Fig. 1: signal wires on met1
Bar = 50 um.
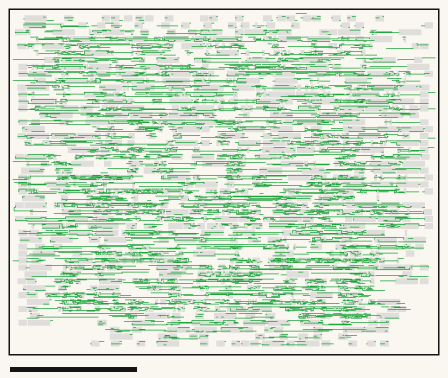
Fig. 2: the metal 2 layer
Bar = 50 um.
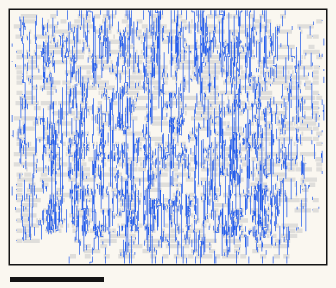
Fig. 3: metal 3
Bar = 50 um.
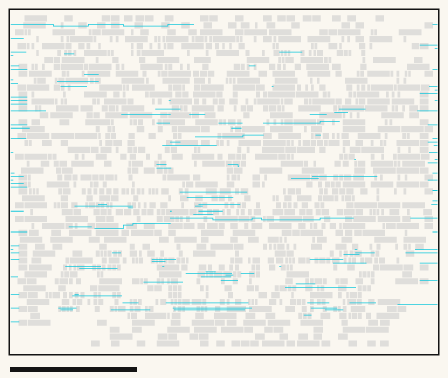
`config.mk`:
```
export PLATFORM = sky130hd
export DESIGN_NAME = booth_multiplier
export DESIGN_NICKNAME = d
export VERILOG_FILES = /design/src/rtl/booth_multiplier_pkg.sv /design/src/rtl/booth_recoder.sv /design/src/rtl/booth_multiplier.sv
export SDC_FILE = /design/constraint.sdc
export NUM_CORES = 1
export LEC_CHECK = 0
export CELL_PAD_IN_SITES_DETAIL_PLACEMENT = 0
export CELL_PAD_IN_SITES_GLOBAL_PLACEMENT = 1
export CORE_ASPECT_RATIO = 0.8
export CORE_MARGIN = 1.5
export CORE_UTILIZATION = 46
export CTS_CLUSTER_DIAMETER = 200
export DETAILED_ROUTE_END_ITERATION = 8
export PLACE_DENSITY_LB_ADDON = 0.1
export SETUP_SLACK_MARGIN = 0.3
export SLEW_MARGIN = 40
export SYNTH_ARGS = -nofsm -noshare
export SYNTH_HDL_FRONTEND = slang
export SYNTH_SLANG_ARGS = --single-unit
export TNS_END_PERCENT = 100
```
`constraint.sdc`:
```
create_clock -name clock -period 18.8 [get_ports clock]
set_input_delay 4.7 -clock clock [delete_from_list [all_inputs] [get_ports clock]]
set_output_delay 4.7 -clock clock [all_outputs]
set_load 0.05 [all_outputs]
```
`src/rtl/booth_multiplier_pkg.sv`:
```
// Shared ALU definitions for the radix-4 Booth multiplier: FSM states,
// Booth partial-product select codes and datapath widths.
package booth_multiplier_pkg;

  localparam int unsigned OPW  = 32;  // operand width
  localparam int unsigned ACCW = 34;  // accumulator width, wide enough for +/-2M
  localparam int unsigned ITER = 16;  // two multiplier bits retired per iteration
  localparam int unsigned CNTW = 4;   // iteration counter width

  typedef enum logic [1:0] {
    IDLE = 2'd0,
    RUN  = 2'd1,
    DONE = 2'd2
  } state_e;

  typedef enum logic [2:0] {
    ZERO = 3'd0,
    PM   = 3'd1,
    P2M  = 3'd2,
    NM   = 3'd3,
    N2M  = 3'd4
  } booth_sel_e;

endpackage

```
`src/rtl/booth_recoder.sv`:
```
// Radix-4 Booth recoder: maps the triplet {Q[1], Q[0], q-1} onto the
// partial-product selection applied to the multiplicand this iteration.
module booth_recoder
  import booth_multiplier_pkg::*;
(
  input  logic [2:0] triplet_i,
  output booth_sel_e sel_o
);

  // Triplet to select-code lookup
  always_comb begin
    sel_o = ZERO;
    case (triplet_i)
      3'b000:  sel_o = ZERO;
      3'b001:  sel_o = PM;
      3'b010:  sel_o = PM;
      3'b011:  sel_o = P2M;
      3'b100:  sel_o = N2M;
      3'b101:  sel_o = NM;
      3'b110:  sel_o = NM;
      3'b111:  sel_o = ZERO;
      default: sel_o = ZERO;
    endcase
  end

endmodule

```
`src/rtl/booth_multiplier.sv`:
```
// Sequential signed 32x32 -> 64 multiplier, radix-4 Booth, 16 iterations.
// result packs {HI, LO} and only changes on completion or reset.
module booth_multiplier
  import booth_multiplier_pkg::*;
(
  input  logic                clock,
  input  logic                clear,
  input  logic                start,
  input  logic [OPW-1:0]      A,
  input  logic [OPW-1:0]      B,
  output logic                busy,
  output logic                done,
  output logic [2*OPW-1:0]    result
);

  state_e             state_q, state_d;
  logic [CNTW-1:0]    cnt_q, cnt_d;
  logic [OPW-1:0]     m_q, m_d;
  logic [ACCW-1:0]    p_q, p_d;
  logic [OPW-1:0]     q_q, q_d;
  logic               qm1_q, qm1_d;
  logic [2*OPW-1:0]   result_q, result_d;
  logic               busy_q, busy_d;
  logic               done_q, done_d;

  booth_sel_e         sel_s;
  logic [ACCW-1:0]    m_ext_s;
  logic [ACCW-1:0]    m2_ext_s;
  logic [ACCW-1:0]    addend_s;
  logic [ACCW-1:0]    sum_s;
  logic [ACCW-1:0]    p_sh_s;
  logic [OPW-1:0]     q_sh_s;

  booth_recoder u_recoder (
    .triplet_i ({q_q[1:0], qm1_q}),
    .sel_o     (sel_s)
  );

  assign m_ext_s  = {{(ACCW-OPW){m_q[OPW-1]}}, m_q};
  assign m2_ext_s = {m_ext_s[ACCW-2:0], 1'b0};

  // Partial product selected by the recoder
  always_comb begin
    addend_s = '0;
    case (sel_s)
      ZERO:    addend_s = '0;
      PM:      addend_s = m_ext_s;
      P2M:     addend_s = m2_ext_s;
      NM:      addend_s = ACCW'(0) - m_ext_s;
      N2M:     addend_s = ACCW'(0) - m2_ext_s;
      default: addend_s = '0;
    endcase
  end

  // Accumulate (wrapping) then arithmetic shift {P, Q, q-1} right by two
  assign sum_s  = p_q + addend_s;
  assign p_sh_s = {{2{sum_s[ACCW-1]}}, sum_s[ACCW-1:2]};
  assign q_sh_s = {sum_s[1:0], q_q[OPW-1:2]};

  // Next-state, datapath and output decode
  always_comb begin
    state_d  = state_q;
    cnt_d    = cnt_q;
    m_d      = m_q;
    p_d      = p_q;
    q_d      = q_q;
    qm1_d    = qm1_q;
    result_d = result_q;
    case (state_q)
      IDLE: begin
        if (start) begin
          state_d = RUN;
          m_d     = A;
          q_d     = B;
          qm1_d   = 1'b0;
          p_d     = '0;
          cnt_d   = '0;
        end else begin
          state_d = IDLE;
        end
      end
      RUN: begin
        p_d   = p_sh_s;
        q_d   = q_sh_s;
        qm1_d = q_q[1];
        if (cnt_q == CNTW'(ITER - 1)) begin
          state_d  = DONE;
          cnt_d    = '0;
          result_d = {p_sh_s[OPW-1:0], q_sh_s};
        end else begin
          cnt_d    = cnt_q + CNTW'(1);
        end
      end
      DONE: begin
        state_d = IDLE;
      end
      default: begin
        state_d = IDLE;
      end
    endcase
    busy_d = (state_d == RUN);
    done_d = (state_d == DONE);
  end

  // State, datapath and registered outputs; clear discards any operation
  always_ff @(posedge clock or posedge clear) begin
    if (clear) begin
      state_q  <= IDLE;
      cnt_q    <= '0;
      m_q      <= '0;
      p_q      <= '0;
      q_q      <= '0;
      qm1_q    <= 1'b0;
      result_q <= '0;
      busy_q   <= 1'b0;
      done_q   <= 1'b0;
    end else begin
      state_q  <= state_d;
      cnt_q    <= cnt_d;
      m_q      <= m_d;
      p_q      <= p_d;
      q_q      <= q_d;
      qm1_q    <= qm1_d;
      result_q <= result_d;
      busy_q   <= busy_d;
      done_q   <= done_d;
    end
  end

  assign busy   = busy_q;
  assign done   = done_q;
  assign result = result_q;

endmodule

```
==> results.cfg <==
; generated from flow reports
[setup_path]
r2r_slack_ns = 12.99
cp.depth = 1
r2r.worst_path.cells = 19
cp-end-kind = output port
path_cells = clkdlybuf4s50_1
crit_end = result[60]
critPathLaunchType = flop
crit_start = result[60]
slowest_stage = clkdlybuf4s50_1
r2r_end = result[58]
arrival_ns = 1.64
crit_path_max_incr_delay_ns = 0.83
crit_required_ns = 14.10
cp_num_buf_inv = 1
critPathKind = flop to output port
cp_top_family = buffers and inverters
worstPathMaxFanout = 2
r2r-start = m_q[0]

[clock_tree]
root_buffer = clkbuf_16
cts_tree = yes
cts_buffer_depth = 2
cts_num_sinks = 169
cts_buffers = 17
postCtsSetupBuffers = 0
cts_resized = 0
path_clk_slew_ns = 0.06
clock_latency_ns = 0.44
htree_levels = 4
holdBufCountCts = 0

[routing]
ant_nets = 0
met2_length_um = 11400
firstDrtPassIters = 6
drtIter0Drc = 571
routed_via_density = 5.70
post_drt_wl_per_cell_um = 17.0
drcViolationCount = 0
routed.top_layer = met4
drt-met1-wl_um = 12700
wl_met3_um = 1160

[hold_path]
hold_path.class = flop to flop
hold_end = result[30]
worstHoldPathCells = 2
min_from = result[30]

[layout]
nNetsFinal = 1317
drive_above_1_share_pct = 8.98
fillCellCount = 2025
syn2layout_area_growth_pct = 19.8
largest_register_ffs = 64
final_cells = 1500
antenna_cells = 0

[die]
die_w_um = 168
die_h_um = 135
dieArea_mm2 = 0.0228
fp-row-count = 48
ios = 133
coreArea_mm2 = 0.0215
fp_util_pct = 46.8

[final_timing]
fin_tns_setup_ns = 0
timing_max_transition_violations_final = 0
maxClockFrequency_mhz = 158
period_minus_slack_ns = 6.34
fin_hold_ws_ns = 0.471
slew_headroom_pct = 46.7
worst_pin_slew_ns = 0.794
hold_viol = 0
clock_skew_ns = 0.0131
setup_viol = 0
rsz0062_at_grt = no
fin_ws_ns = 12.46
period_used_pct = 33.7

[outcome]
outcome = complete, no violations

[grt]
grt_pass1_vias = 8284
antenna_found_initial = 0
grt_overflow = 0
track_usage_pct = 23.9
grt_use_met1_pct = 34.8
busiest_layer = met2
grt_max_degree = 70
grt_first_pass_wirelength_um = 43600

[yosys]
ys_seq_share_pct = 42.1
top_area_cell = dfrtp_1
postSynthAreaPerCell_um2 = 8.93
synth-seq-cells = 169
syn_nets = 1231
async_flop_share_pct = 100
ff_type = dfrtp_1
synth-edff-count = 0
syn-cell-area_mm2 = 0.0101
yosysWarningCount = 0
ys_top_cells_by_area = dfrtp_1, nand2_1, o21ai_0
ys_cells = 1126
yosysUniqueCellTypes = 69
synth_cells = 1126
synth_top_area_share_pct = 42.1
ys_chip_area_mm2 = 0.0101

[placed_design]
gp_congestion = 0.845
dpl.cell_count = 1468
place_ws_ns = 12.15
dp.final_hpwl_um = 17500
numPortBuffers = 132

[job]
maxCapViolCount = 0
warning_count = 27
-- Fig. 1 (at the start) --
wire length on this layer	12700 um
share of all routed wire	50%
longest straight run	49.7 um
main direction	horizontal

-- Fig. 2 (at the start) --
longest straight run	55.9 um
main direction	vertical
Routed Wire Length: 25500 um
met2 Use GR: 37.6%
DR vias: 8550

-- Fig. 3 (at the start) --
nets with wire on the layer	108
longest straight run	32.2 um
main direction	horizontal
wire length on this layer	1160 um
grt met3 use: 3.77%

[cells by family (layout without fill, tap and decap cells)]
group | count (synthesis) | in the layout | share of synthesized area, %
compound gates | 321 | 321 | 20.8
xor+xnor | 35 | 35 | 3.05
fa+ha+maj | 38 | 38 | 4.80
buf+inv | 92 | 191 | 4.87
flops | 169 | 169 | 42.1
mux | 40 | 40 | 4.45
simple gates | 431 | 431 | 19.9
[cell usage in the layout, fill, tap and decap left out, types with 25 or more instances in the layout]
cell type	n
a22oi_1	35
nand2_1	241
nor2_1	48
mux2_2	38
clkdlybuf4s50_1	132
ha_1	37
nor3_1	41
a21oi_1	50
dfrtp_1	169
a22o_1	25
o21ai_0	115
[synth_stat cells, types with 22 or more instances]
cell      count
nand2_1     241
dfrtp_1     169
o21ai_0     115
clkbuf_1     58
a21oi_1      50
nor2_1       48
nor3_1       41
mux2_2       38
ha_1         37
a22oi_1      35
a22o_1       25
xnor2_1      22
[stage by stage]
step / cell area [um2] / util, %
2_1_floorplan: 10100 / -
3_3_place_gp: 11400 / 53.0
3_5_place_dp: 11400 / 53.2
4_1_cts: 12000 / 56.0
5_1_grt: 12100 / 56.0
6_report: 12100 / 56.0
[final cells by class]
class	count	area, um2	share of cell area [%]
flip-flops and latches	169	4230	35.1
well taps	275	344	2.86
inverters	15	61.3	0.509
clock inverters	14	184	1.53
multi-input cells	865	5370	44.5
clock buffers	18	429	3.56
repair buffers	144	1440	11.9
